--- config.mk ---
export PLATFORM = sky130hd
export DESIGN_NAME = jtag_scan_seq_flat
export DESIGN_NICKNAME = d
export VERILOG_FILES = /design/src/rtl/jtag_scan_seq_if.sv /design/src/rtl/jtag_scan_seq.sv /design/src/flat_wrapper.sv
export SDC_FILE = /design/constraint.sdc
export NUM_CORES = 1
export LEC_CHECK = 0
export CAP_MARGIN = 20
export CORE_ASPECT_RATIO = 1.25
export CORE_UTILIZATION = 50
export DETAILED_ROUTE_END_ITERATION = 6
export GPL_TIMING_DRIVEN = 0
export PLACE_DENSITY = 0.76
export SLEW_MARGIN = 20
export SYNTH_ARGS = -nofsm -noshare
export SYNTH_HDL_FRONTEND = slang
export SYNTH_SLANG_ARGS = --single-unit
--- constraint.sdc ---
create_clock -name clk_p -period 2.4 [get_ports clk_p]
set_input_delay 0.48 -clock clk_p [delete_from_list [all_inputs] [get_ports clk_p]]
set_output_delay 0.48 -clock clk_p [all_outputs]
set_load 0.05 [all_outputs]
--- src/rtl/jtag_scan_seq_if.sv ---
// ============================================================================
// Module   : jtag_scan_seq_if
// Purpose  : Command/response bundle between a host and jtag_scan_seq.
// Revision : 1.0  initial release
// ============================================================================
`default_nettype none

interface jtag_scan_seq_if #(
    parameter int W  = 32,
    parameter int LW = 6
);
    logic          req;
    logic          cmd_rst;
    logic [LW-1:0] len;
    logic [W-1:0]  wdata;
    logic          busy;
    logic          done;
    logic [W-1:0]  rdata;

    modport master (
        output req, cmd_rst, len, wdata,
        input  busy, done, rdata
    );

    modport slave (
        input  req, cmd_rst, len, wdata,
        output busy, done, rdata
    );
endinterface

`default_nettype wire

--- src/rtl/jtag_scan_seq.sv ---
// ============================================================================
// Module   : jtag_scan_seq
// Purpose  : One DR scan per command into a BSCAN-style user chain
//            (optional TAP reset, CAPTURE, SHIFT len bits, UPDATE).
//            Define JTAG_SCAN_IDLE_EN to add RUNTEST cycles after UPDATE.
// Revision : 1.0  initial release
// ============================================================================
`default_nettype none

module jtag_scan_seq #(
    parameter int W           = 32,
    parameter int LW          = 6,
    parameter int RST_CYCLES  = 4,
    parameter int IDLE_CYCLES = 2
) (
    input  wire logic         clk_p,
    input  wire logic         RESET,
    jtag_scan_seq_if.slave    cmd,
    output logic              TAP_RESET,
    output logic              SEL,
    output logic              CAPTURE,
    output logic              SHIFT,
    output logic              UPDATE,
    output logic              RUNTEST,
    output logic              TDI,
    input  wire logic         TDO
);

    localparam int PW = $clog2(RST_CYCLES + IDLE_CYCLES + 1) + 1;

    typedef enum logic [2:0] {
        S_IDLE    = 3'd0,
        S_TRST    = 3'd1,
        S_CAPT    = 3'd2,
        S_GAP     = 3'd3,
        S_SHIFT   = 3'd4,
        S_UPD     = 3'd5,
        S_IDLE_RT = 3'd6,
        S_FIN     = 3'd7
    } state_t;

    state_t        state;
    logic [LW-1:0] len_q;
    logic [LW-1:0] bit_cnt;
    logic [PW-1:0] ph_cnt;
    logic [W-1:0]  wsh;
    logic [W-1:0]  sreg;
    logic [LW-1:0] len_clamped;

    assign len_clamped = (cmd.len > LW'(W)) ? LW'(W) : cmd.len;

    always_ff @(posedge clk_p) begin
        if (RESET) begin
            state      <= S_IDLE;
            len_q      <= '0;
            bit_cnt    <= '0;
            ph_cnt     <= '0;
            wsh        <= '0;
            sreg       <= '0;
            cmd.busy   <= 1'b0;
            cmd.done   <= 1'b0;
            cmd.rdata  <= '0;
            TAP_RESET  <= 1'b0;
            SEL        <= 1'b0;
            CAPTURE    <= 1'b0;
            SHIFT      <= 1'b0;
            UPDATE     <= 1'b0;
            RUNTEST    <= 1'b0;
            TDI        <= 1'b0;
        end else begin
            // One-cycle strobes fall back to 0 unless the next state raises them.
            cmd.done <= 1'b0;
            CAPTURE  <= 1'b0;
            UPDATE   <= 1'b0;

            case (state)
                S_IDLE: begin
                    if (cmd.req) begin
                        len_q    <= len_clamped;
                        wsh      <= cmd.wdata;
                        sreg     <= '0;
                        bit_cnt  <= '0;
                        ph_cnt   <= '0;
                        cmd.busy <= 1'b1;
                        if (cmd.cmd_rst) begin
                            state     <= S_TRST;
                            TAP_RESET <= 1'b1;
                        end else begin
                            state   <= S_CAPT;
                            SEL     <= 1'b1;
                            CAPTURE <= 1'b1;
                        end
                    end
                end

                S_TRST: begin
                    if (ph_cnt == PW'(RST_CYCLES - 1)) begin
                        state     <= S_CAPT;
                        TAP_RESET <= 1'b0;
                        SEL       <= 1'b1;
                        CAPTURE   <= 1'b1;
                        ph_cnt    <= '0;
                    end else begin
                        ph_cnt <= ph_cnt + PW'(1);
                    end
                end

                S_CAPT: begin
                    state <= S_GAP;
                end

                S_GAP: begin
                    if (len_q != '0) begin
                        state <= S_SHIFT;
                        SHIFT <= 1'b1;
                        TDI   <= wsh[0];
                        wsh   <= wsh >> 1;
                    end else begin
                        state  <= S_UPD;
                        UPDATE <= 1'b1;
                    end
                end

                S_SHIFT: begin
                    // TDO of shift cycle k lands in bit k; bits >= len stay 0.
                    sreg <= sreg | (W'(TDO) << bit_cnt);
                    if (bit_cnt == len_q - LW'(1)) begin
                        state  <= S_UPD;
                        SHIFT  <= 1'b0;
                        TDI    <= 1'b0;
                        UPDATE <= 1'b1;
                    end else begin
                        bit_cnt <= bit_cnt + LW'(1);
                        TDI     <= wsh[0];
                        wsh     <= wsh >> 1;
                    end
                end

                S_UPD: begin
                    SEL <= 1'b0;
`ifdef JTAG_SCAN_IDLE_EN
                    state   <= S_IDLE_RT;
                    RUNTEST <= 1'b1;
                    ph_cnt  <= '0;
`else
                    state     <= S_FIN;
                    cmd.done  <= 1'b1;
                    cmd.busy  <= 1'b0;
                    cmd.rdata <= sreg;
`endif
                end

`ifdef JTAG_SCAN_IDLE_EN
                S_IDLE_RT: begin
                    if (ph_cnt == PW'(IDLE_CYCLES - 1)) begin
                        state     <= S_FIN;
                        RUNTEST   <= 1'b0;
                        cmd.done  <= 1'b1;
                        cmd.busy  <= 1'b0;
                        cmd.rdata <= sreg;
                    end else begin
                        ph_cnt <= ph_cnt + PW'(1);
                    end
                end
`endif

                S_FIN: begin
                    state <= S_IDLE;
                end

                default: begin
                    state <= S_IDLE;
                end
            endcase
        end
    end

endmodule

`default_nettype wire

--- src/flat_wrapper.sv ---
// flat-port wrapper written by rule: the top's interface ports become plain ports
module jtag_scan_seq_flat 
#(
    parameter int W           = 32,
    parameter int LW          = 6,
    parameter int RST_CYCLES  = 4,
    parameter int IDLE_CYCLES = 2
)
  (clk_p, RESET, TAP_RESET, SEL, CAPTURE, SHIFT, UPDATE, RUNTEST, TDI, TDO, cmd_req, cmd_cmd_rst, cmd_len, cmd_wdata, cmd_busy, cmd_done, cmd_rdata);
  jtag_scan_seq_if #(.W(W), .LW(LW)) cmd_i ();
  input  wire logic clk_p;
  input  wire logic RESET;
  output logic TAP_RESET;
  output logic SEL;
  output logic CAPTURE;
  output logic SHIFT;
  output logic UPDATE;
  output logic RUNTEST;
  output logic TDI;
  input  wire logic TDO;
  input wire logic [$bits(cmd_i.req)-1:0] cmd_req;
  input wire logic [$bits(cmd_i.cmd_rst)-1:0] cmd_cmd_rst;
  input wire logic [$bits(cmd_i.len)-1:0] cmd_len;
  input wire logic [$bits(cmd_i.wdata)-1:0] cmd_wdata;
  output wire logic [$bits(cmd_i.busy)-1:0] cmd_busy;
  output wire logic [$bits(cmd_i.done)-1:0] cmd_done;
  output wire logic [$bits(cmd_i.rdata)-1:0] cmd_rdata;
  assign cmd_i.req = cmd_req;
  assign cmd_i.cmd_rst = cmd_cmd_rst;
  assign cmd_i.len = cmd_len;
  assign cmd_i.wdata = cmd_wdata;
  assign cmd_busy = cmd_i.busy;
  assign cmd_done = cmd_i.done;
  assign cmd_rdata = cmd_i.rdata;
  jtag_scan_seq #(.W(W), .LW(LW), .RST_CYCLES(RST_CYCLES), .IDLE_CYCLES(IDLE_CYCLES)) u_core (.clk_p(clk_p), .RESET(RESET), .cmd(cmd_i), .TAP_RESET(TAP_RESET), .SEL(SEL), .CAPTURE(CAPTURE), .SHIFT(SHIFT), .UPDATE(UPDATE), .RUNTEST(RUNTEST), .TDI(TDI), .TDO(TDO));
endmodule
==> images/m1.png <==
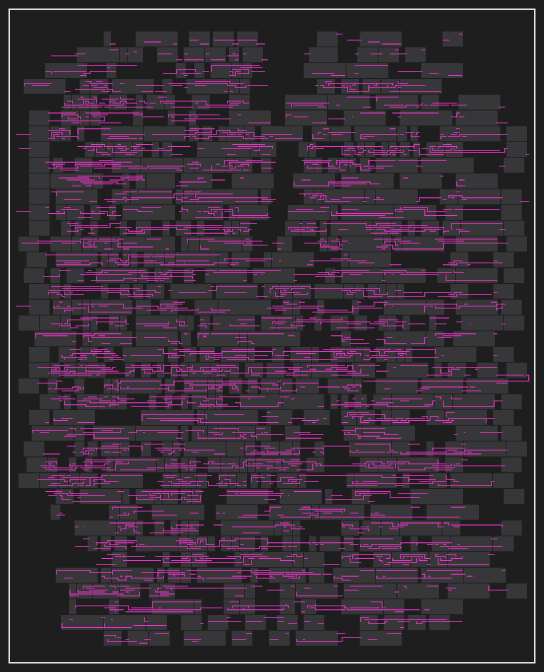
longest straight run: 28.5 um
share of all routed wire: 42%
total wirelength of the detailed-routed design: 11.84 mm
met1 demand-to-capacity share in global routing: 27.04%
detailed-route via count: 4392

==> images/m2.png <==
The bar under the picture is 20 um long.
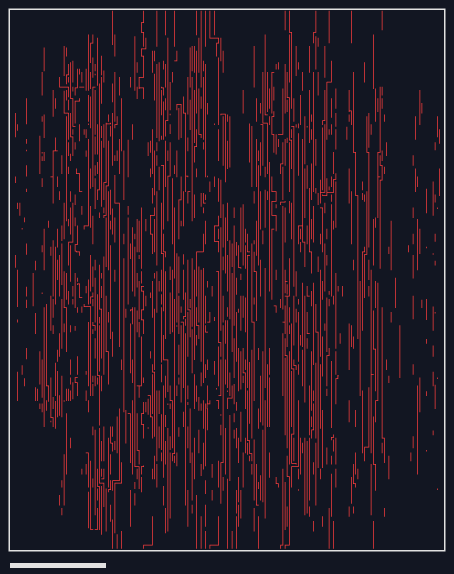
longest straight run: 38.1 um
main direction: vertical
share of all routed wire: 52%
nets with wire on the layer: 590
met2 Usage GRT: 42.49%

==> images/m3.png <==
The bar under the picture is 20 um long.
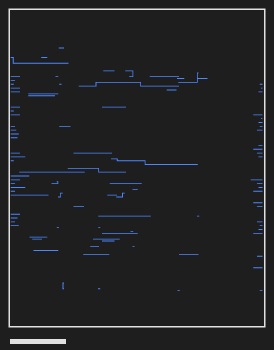
longest straight run: 23.0 um
wire length on this layer: 453 um
main direction: horizontal
nets with wire on the layer: 80
share of all routed wire: 3.8%
global-route track usage on met3: 5.962%

==> run_results.csv <==
group,metric,value,unit
outcome,run_status,"complete, no violations",
finish,area.share.sequential,38.01,%
worst_setup_path,critPathArrivalTime,2680,ps
logic_synthesis,netlist_top_cells_count,"dfxtp_1, nand2_1, a21oi_1, a22o_1, nand3_1",
die,dieHeight,112.5,um
power_and_ir_drop,report.power.total,6.570,mW
die,row_count,39,
die,die_w,90.36,um
final_timing,final-setup-viol-count,0,
global_route,largest_net_degree_at_the_start_of_global_routing,17,
final_timing,max-slew-margin-rel,49.84,%
logic_synthesis,netlist_top_cells_area,"dfxtp_1, a22o_1, a311oi_1",
worst_setup_path,crit_path_cell_trace,"inv_1 > ha_1 > and2_1 > a211oi_2 > o31ai_4 > buf_4 > a21oi_1 > mux2_2 > nor2_1",
die,ios,84,
logic_synthesis,asyncSetResetFlopFracSynth,0,%
finish,n_all_inverters,5,
global_route,grt_first_pass_wirelength,19.58,mm
clocking,cts.clk_slew.worst_paths,60,ps
finish,logic_area,2276,sq um
worst_setup_path,worst-path-buf-inv,2,
route,drt_first_iter_violations,243,
clocking,root_buffer,"clkbuf_16",
die,chipArea,10160,sq um
min_path,timing.hold.worst.start,"u_core.sreg[0]$_SDFFE_PP0P_",
logic_synthesis,synth-warning-count,0,
final_timing,timing.final.ws_setup,38.93,ps
logic_synthesis,edf_count,0,
finish,clk_share,8.552,%
die,tap_cells,123,
final_timing,fin_setup_tns,0,ps
final_timing,final-hold-violation-count,0,
placement,setup_slack_placement,-270.4,ps
logic_synthesis,synth_area,4880,sq um
power_and_ir_drop,power.density,1014,nW/um^2
finish,drive_above_1_share,9.414,%
finish,fin_nets,683,
min_path,hold-path-cell-count,2,
clocking,numClockSinks,123,
finish,regArea,2464,sq um
power_and_ir_drop,p_leak,2.360,nW
## cells by family (layout without fill, tap and decap cells)
logic type / Yosys count / after routing / synth area share (%)
other: 1 / 1 / 0.07685
DFF: 123 / 123 / 50.46
adders and majority gates: 3 / 3 / 0.7693
xor gates and xnor gates: 7 / 7 / 1.256
buffers and inverters: 48 / 161 / 4.128
and+or+nand+nor: 179 / 179 / 18.05
muxes: 3 / 3 / 0.6410
AOI/OAI and AO/OA: 171 / 171 / 24.62
## worst register-to-register path: stages (launching register included)
cell and delay [ps]:
dfxtp_2 370, inv_1 60, ha_1 210, and2_1 200, a211oi_2 330, o31ai_4 120, buf_4 160, a21oi_1 270
mux2_2 390, nor2_1 150
## where the power goes
group,switching [mW],internal (mW),leakage [nW],total (mW)
Combinational,1.04,0.647,1.09,1.68
Sequential,0.178,2.34,1.00,2.52
Clock,0.853,1.51,0.275,2.37
Total,2.07,4.50,2.36,6.57
## per-layer routing
| metal | vias up | routed length, um | share of wire, % |
|---|---|---|---|
| li1 | 2165 | - | - |
| met1 | 2082 | 5022 | 42 |
| met2 | 126 | 6209 | 52 |
| met3 | 19 | 452 | 3.8 |
| met4 | 0 | 155 | 1.3 |
| met5 | - | 0 | 0 |
## timing repair
action | CTS | global route
pin swaps | 0 | 1
gates resized | 0 | 17
setup buffers | 0 | 1
hold endpoints to repair | 0 | 0
gates cloned | 0 | 0
endpoints found under the setup margin | 30 | 32
## how the worst max path moves through the flow
| stage | start | depth (start not counted) | slack (ps) | endpoint |
|---|---|---|---|---|
| floorplan | u_core.len_q[0]$_SDFFE_PP0P_ | 9 | 390 | u_core.wsh[10]$_SDFFE_PP0P_ |
| global placement | RESET | 5 | -190 | u_core.cmd.rdata[4]$_SDFFE_PP0P_ |
| detailed placement | RESET | 5 | -270 | u_core.cmd.rdata[5]$_SDFFE_PP0P_ |
| CTS | u_core.len_q[0]$_SDFFE_PP0P_ | 9 | -50 | u_core.wsh[26]$_SDFFE_PP0P_ |
| global route | u_core.len_q[1]$_SDFFE_PP0P_ | 9 | -60 | u_core.bit_cnt[0]$_SDFFE_PP0P_ |
| finish | u_core.len_q[0]$_SDFFE_PP0P_ | 9 | 40 | u_core.bit_cnt[0]$_SDFFE_PP0P_ |
## cells in the final DEF, fill, tap and decap left out, types with 10 or more instances in the layout
cell type and count:
a22o_1 44, nor2_1 24, o21ai_0 22, nand3b_1 10, dfxtp_1 122, clkbuf_1 33
nand2_1 72, a311oi_1 27, clkdlybuf4s50_1 82, a21oi_1 50, clkbuf_16 17, nand3_1 38
## through the flow
step	area (sq um)	hold WS, ps	utilization [%]
2_1_floorplan	4880	425.0	-
3_3_place_gp	5854	431.7	62.81
5_1_grt	6481	460.8	69.54
4_1_cts	6409	445.7	68.76
3_5_place_dp	5854	438.6	62.81
6_report	6481	441.6	69.54
## state kept, by name, summed over array words and instances, names as in the netlist
register          flops
u_core.SHIFT          1
u_core.SEL            1
u_core.state          3
u_core.cmd.busy       1
u_core.CAPTURE        1
u_core.len_q          6
u_core.bit_cnt        6
u_core.ph_cnt         4
u_core.wsh           32
u_core.TDI            1
u_core.TAP_RESET      1
u_core.cmd.rdata     32
u_core.sreg          32
u_core.cmd.done       1
u_core.UPDATE         1
Power and IR drop assume default switching activity.
